PDN straps and rails:
Pins as bars on the die edge. Tap cells in grey.
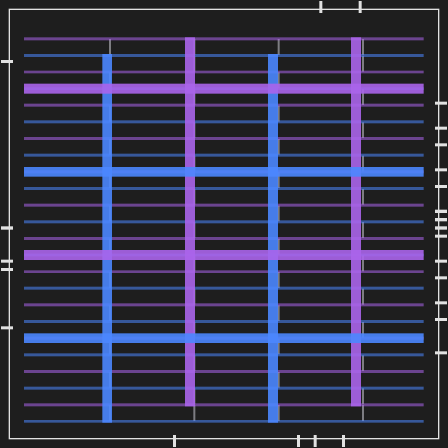
The clock network:
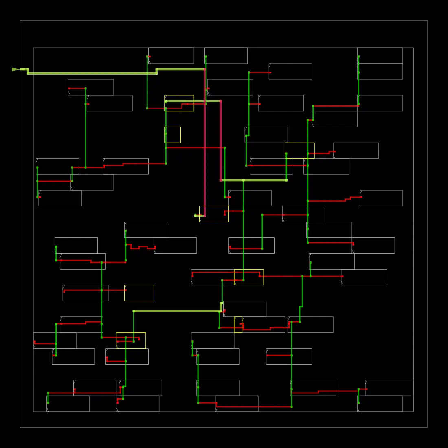
Gate-type map:
Bar = 20 um.
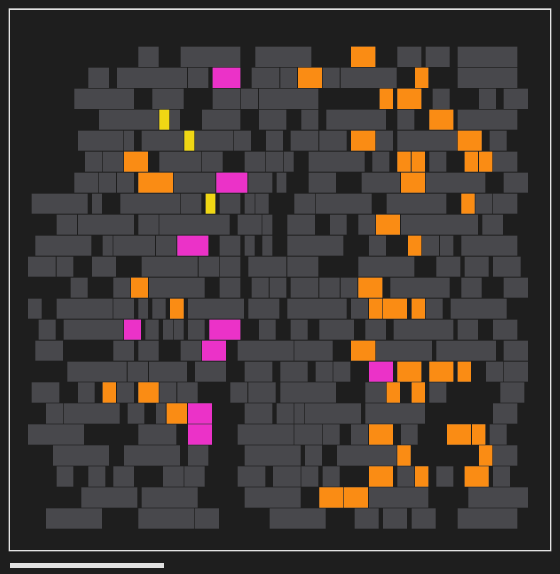
`src/rtl/display_receiver_module_if.sv`:
```
// Serial display link bundle: the three serial lines from the transmitter
// plus the decoded results presented by the receiver.
interface display_receiver_module_if #(
    parameter int WORDS = 4
);
    logic                 VALUE_SIGNAL;
    logic                 ENABLE_SIGNAL;
    logic                 DATA_CLOCK_SIGNAL;
    logic [4*WORDS-1:0]   VALUE_BCD_OUT;
    logic                 VALID;
    logic                 FRAME_ERROR;
    logic                 DIGIT_ERROR;
    logic                 BUSY;

    modport master (
        output VALUE_SIGNAL, ENABLE_SIGNAL, DATA_CLOCK_SIGNAL,
        input  VALUE_BCD_OUT, VALID, FRAME_ERROR, DIGIT_ERROR, BUSY
    );

    modport slave (
        input  VALUE_SIGNAL, ENABLE_SIGNAL, DATA_CLOCK_SIGNAL,
        output VALUE_BCD_OUT, VALID, FRAME_ERROR, DIGIT_ERROR, BUSY
    );
endinterface

```
`src/rtl/display_receiver_module.sv`:
```
// Receiver for the serial BCD display link. Synchronizes the serial lines,
// samples on bit-clock falling edges, rebuilds the BCD word, checks frame
// length and digit range, and reports the outcome with one-cycle strobes.
module display_receiver_module #(
    parameter int WORDS       = 4,
    parameter int SYNC_STAGES = 2
) (
    input  logic                      internal_clock,
    input  logic                      RST,
    display_receiver_module_if.slave  link
);
    localparam int N  = 4 * WORDS;
    localparam int CW = $clog2(N + 1);

    typedef enum logic [1:0] {
        IDLE     = 2'd0,
        RECV     = 2'd1,
        DONE     = 2'd2,
        WAIT_LOW = 2'd3
    } state_t;

    logic [SYNC_STAGES-1:0] r_valSync;
    logic [SYNC_STAGES-1:0] r_enSync;
    logic [SYNC_STAGES-1:0] r_clkSync;
    logic                   r_clkPrev;
    logic                   r_sampleEvt;
    logic                   r_dataD;
    logic                   r_enD;

    state_t                 r_state;
    state_t                 w_nextState;
    logic [CW-1:0]          r_cnt;
    logic [N-1:0]           r_shift;
    logic [N-1:0]           r_value;
    logic                   r_valid;
    logic                   r_frameErr;
    logic                   r_digitErr;

    logic                   w_fall;
    logic [CW-1:0]          w_bitIdx;
    logic                   w_digitsOk;
    logic                   w_store;
    logic                   w_cntClear;
    logic                   w_validSet;
    logic                   w_frameErrSet;
    logic                   w_digitErrSet;

    // Bit k of a frame lands at digit k/4, MSB first inside the digit.
    assign w_bitIdx = {r_cnt[CW-1:2], ~r_cnt[1:0]};
    assign w_fall   = r_clkPrev & ~r_clkSync[SYNC_STAGES-1];

    // Bring the asynchronous serial lines into the internal clock domain.
    always_ff @(posedge internal_clock) begin
        if (RST) begin
            r_valSync <= '0;
            r_enSync  <= '0;
            r_clkSync <= '0;
        end else begin
            r_valSync <= {r_valSync[SYNC_STAGES-2:0], link.VALUE_SIGNAL};
            r_enSync  <= {r_enSync[SYNC_STAGES-2:0],  link.ENABLE_SIGNAL};
            r_clkSync <= {r_clkSync[SYNC_STAGES-2:0], link.DATA_CLOCK_SIGNAL};
        end
    end

    // Detect bit-clock falls and latch the data/enable seen at that moment.
    always_ff @(posedge internal_clock) begin
        if (RST) begin
            r_clkPrev   <= 1'b0;
            r_sampleEvt <= 1'b0;
            r_dataD     <= 1'b0;
            r_enD       <= 1'b0;
        end else begin
            r_clkPrev   <= r_clkSync[SYNC_STAGES-1];
            r_sampleEvt <= w_fall;
            r_dataD     <= r_valSync[SYNC_STAGES-1];
            r_enD       <= r_enSync[SYNC_STAGES-1];
        end
    end

    // A completed frame is only published if every digit is a decimal digit.
    always_comb begin
        w_digitsOk = 1'b1;
        for (int d = 0; d < WORDS; d++) begin
            if (r_shift[4*d +: 4] > 4'd9) begin
                w_digitsOk = 1'b0;
            end
        end
    end

    // Frame state register.
    always_ff @(posedge internal_clock) begin
        if (RST) begin
            r_state <= IDLE;
        end else begin
            r_state <= w_nextState;
        end
    end

    // Next-state decision, taken only on sample events.
    always_comb begin
        w_nextState = r_state;
        if (r_sampleEvt) begin
            case (r_state)
                IDLE: begin
                    if (r_enD) begin
                        w_nextState = RECV;
                    end
                end
                RECV: begin
                    if (!r_enD) begin
                        w_nextState = IDLE;
                    end else if (r_cnt == CW'(N - 1)) begin
                        w_nextState = DONE;
                    end
                end
                DONE: begin
                    w_nextState = r_enD ? WAIT_LOW : IDLE;
                end
                WAIT_LOW: begin
                    if (!r_enD) begin
                        w_nextState = IDLE;
                    end
                end
                default: w_nextState = IDLE;
            endcase
        end
    end

    // Per-state datapath controls and outcome decisions.
    always_comb begin
        w_store       = 1'b0;
        w_cntClear    = 1'b0;
        w_validSet    = 1'b0;
        w_frameErrSet = 1'b0;
        w_digitErrSet = 1'b0;
        if (r_sampleEvt) begin
            case (r_state)
                IDLE: begin
                    w_store = r_enD;
                end
                RECV: begin
                    if (r_enD) begin
                        w_store = 1'b1;
                    end else begin
                        w_frameErrSet = 1'b1;
                        w_cntClear    = 1'b1;
                    end
                end
                DONE: begin
                    if (r_enD) begin
                        w_frameErrSet = 1'b1;
                    end else begin
                        w_validSet    = w_digitsOk;
                        w_digitErrSet = ~w_digitsOk;
                        w_cntClear    = 1'b1;
                    end
                end
                WAIT_LOW: begin
                    w_cntClear = ~r_enD;
                end
                default: w_cntClear = 1'b1;
            endcase
        end
    end

    // Bit counter, shift register, published word and outcome strobes.
    always_ff @(posedge internal_clock) begin
        if (RST) begin
            r_cnt      <= '0;
            r_shift    <= '0;
            r_value    <= '0;
            r_valid    <= 1'b0;
            r_frameErr <= 1'b0;
            r_digitErr <= 1'b0;
        end else begin
            r_valid    <= w_validSet;
            r_frameErr <= w_frameErrSet;
            r_digitErr <= w_digitErrSet;
            if (w_cntClear) begin
                r_cnt <= '0;
            end else if (w_store) begin
                r_cnt <= r_cnt + 1'b1;
            end
            if (w_store) begin
                for (int i = 0; i < N; i++) begin
                    if (w_bitIdx == CW'(i)) begin
                        r_shift[i] <= r_dataD;
                    end
                end
            end
            if (w_validSet) begin
                r_value <= r_shift;
            end
        end
    end

    assign link.VALUE_BCD_OUT = r_value;
    assign link.VALID         = r_valid;
    assign link.FRAME_ERROR   = r_frameErr;
    assign link.DIGIT_ERROR   = r_digitErr;
    assign link.BUSY          = (r_state != IDLE);

endmodule

```
`src/flat_wrapper.sv`:
```
// flat-port wrapper written by rule: the top's interface ports become plain ports
module display_receiver_module_flat 
#(
    parameter int WORDS       = 4,
    parameter int SYNC_STAGES = 2
)
  (internal_clock, RST, link_VALUE_SIGNAL, link_ENABLE_SIGNAL, link_DATA_CLOCK_SIGNAL, link_VALUE_BCD_OUT, link_VALID, link_FRAME_ERROR, link_DIGIT_ERROR, link_BUSY);
  display_receiver_module_if #(.WORDS(WORDS)) link_i ();
  input  logic internal_clock;
  input  logic RST;
  input wire logic [$bits(link_i.VALUE_SIGNAL)-1:0] link_VALUE_SIGNAL;
  input wire logic [$bits(link_i.ENABLE_SIGNAL)-1:0] link_ENABLE_SIGNAL;
  input wire logic [$bits(link_i.DATA_CLOCK_SIGNAL)-1:0] link_DATA_CLOCK_SIGNAL;
  output wire logic [$bits(link_i.VALUE_BCD_OUT)-1:0] link_VALUE_BCD_OUT;
  output wire logic [$bits(link_i.VALID)-1:0] link_VALID;
  output wire logic [$bits(link_i.FRAME_ERROR)-1:0] link_FRAME_ERROR;
  output wire logic [$bits(link_i.DIGIT_ERROR)-1:0] link_DIGIT_ERROR;
  output wire logic [$bits(link_i.BUSY)-1:0] link_BUSY;
  assign link_i.VALUE_SIGNAL = link_VALUE_SIGNAL;
  assign link_i.ENABLE_SIGNAL = link_ENABLE_SIGNAL;
  assign link_i.DATA_CLOCK_SIGNAL = link_DATA_CLOCK_SIGNAL;
  assign link_VALUE_BCD_OUT = link_i.VALUE_BCD_OUT;
  assign link_VALID = link_i.VALID;
  assign link_FRAME_ERROR = link_i.FRAME_ERROR;
  assign link_DIGIT_ERROR = link_i.DIGIT_ERROR;
  assign link_BUSY = link_i.BUSY;
  display_receiver_module #(.WORDS(WORDS), .SYNC_STAGES(SYNC_STAGES)) u_core (.internal_clock(internal_clock), .RST(RST), .link(link_i));
endmodule
```
`config.mk`:
```
export PLATFORM = sky130hd
export DESIGN_NAME = display_receiver_module_flat
export DESIGN_NICKNAME = d
export VERILOG_FILES = /design/src/rtl/display_receiver_module_if.sv /design/src/rtl/display_receiver_module.sv /design/src/flat_wrapper.sv
export SDC_FILE = /design/constraint.sdc
export NUM_CORES = 1
export LEC_CHECK = 0
export CAP_MARGIN = 15
export CORE_MARGIN = 2
export CORE_UTILIZATION = 49
export DETAILED_ROUTE_END_ITERATION = 16
export PLACE_DENSITY_LB_ADDON = 0.12
export SLEW_MARGIN = 20
export SYNTH_ARGS = -nofsm -noshare
export SYNTH_HDL_FRONTEND = slang
export SYNTH_SLANG_ARGS = --single-unit
```
`constraint.sdc`:
```
create_clock -name internal_clock -period 1.2 [get_ports internal_clock]
set_input_delay 0.18 -clock internal_clock [delete_from_list [all_inputs] [get_ports internal_clock]]
set_output_delay 0.18 -clock internal_clock [all_outputs]
set_load 0.005 [all_outputs]
```
==> results.txt <==
flow finished, numbers: run status finished, violations left, failing checks negative setup slack, endpoints failing setup 36, Tightest Pin Transition 279 ps, final wirelength 4330 um, ys flops 52, wire per inst 13.1 um, # IOs 25, RR Endpoint u_core.r_shift[3], initial DRC count 55, first-pass GRT wire length 7150 um, final setup margin -185 ps, Comb power 91.8 uW, yosys xor share 0.0123, syn avg cell area 9.36 um2, Top Layout Cells 29 x dfxtp_1, 27 x buf_4, 25 x nor2b_1, PortBufs 24, synthesis area per yosys 2130 um2, Worst Setup EP u_core.r_shift[3], Reg clk slew, reported paths 90 ps, Pwr top sequential cells, Netlist cell types 35, DRC 0, crit end category flip-flop, biggest area cells dfxtp_1 49%, nor2b_1 8.2%, mux2i_1 7.0%, Reg area 1070 um2, synth cell count leaders 52 x dfxtp_1, 28 x nor2b_1, 22 x o21ai_0, Rel. slew slack 0.813, Hold Path End u_core.r_sampleEvt, Crit Reg-Reg Startpoint u_core.r_state[1], Slowest cell on crit path or3b_4, Seq/total area 0.363, hold_buf cts 0, flip-flop and latch power 1740 uW, vias in the first global route 1564, Sink Count 52, die footprint 4900 um2, largest family of logic cells by area simple AND/OR/NAND/NOR gates, Clk pwr share 0.362, Hold Path Depth 1, Setup crit start kind flip-flop, P_sw 611 uW, Place WS -224 ps, ao+oa area frac 0.112, Multi-input gate area 1220 um2, Buffers, non-clock 55, tap cells 50, Period Utilization, post-route 1.15, GRT met2 Usage 0.298, unrepaired setup endpoints after global routing yes, yosys simple share 0.256, Top Usage Layer GRT met2, M3 GR Usage 0.0462, CTS root buffer clkbuf_8, Seq pwr share 0.606, Post-synth seq share 0.488, cts repair resizes 70, post-route ant nets 0, Core Density at Floorplan 0.522, WS Path Type reg -> reg, peak supply drop 914 uV, initial antenna violation count 0, top-count cell post-synth dfxtp_1
About 'PDN straps and rails':
VDD -> purple
VSS -> blue
signal pins = 25
met5 straps = 4
core area: 4090 um2
die width: 70.0 um

About 'the clock network':
P_clk: 1040 uW
cts bufs inserted: 5
CLK BUF: 7

About 'gate-type map':
inverters -> yellow  # cells 3, most used inv_1
AND and OR gates -> magenta  # cells 9
inverting AOI/OAI gates -> orange  # cells 43, most used o21ai_2
Non-Filler Instances: 330
Top cell excl fill/tap: dfxtp_1
Comb/total area: 0.413

-- stage by stage --
step / setup TNS, ps / std cells / cell area [um2] / power (uW)
global route: -4630 / 330 / 2950 / 2970
detailed placement: -6630 / 319 / 2650 / 1870
global placement: -4410 / 319 / 2650 / 1870
floorplan: -1180 / 228 / 2170 / 1820
CTS: -2240 / 330 / 2870 / 2890
finish: -2190 / 330 / 2950 / 2870
-- worst max-delay path: cells and delay by family (launching register included) --
| family | cells | cell delay [ps] |
|---|---|---|
| simple gates | 3 | 800 |
| flops | 1 | 340 |
| mux | 1 | 180 |
-- registers in the layout, summed over array words and instances (netlist names), 2 cells and up --
name,count
u_core.link.VALUE_BCD_OUT,16
u_core.r_shift,16
u_core.r_cnt,5
u_core.r_clkSync,2
u_core.r_enSync,2
u_core.r_state,2
u_core.r_valSync,2
Power is estimated from default activity; no workload was simulated.
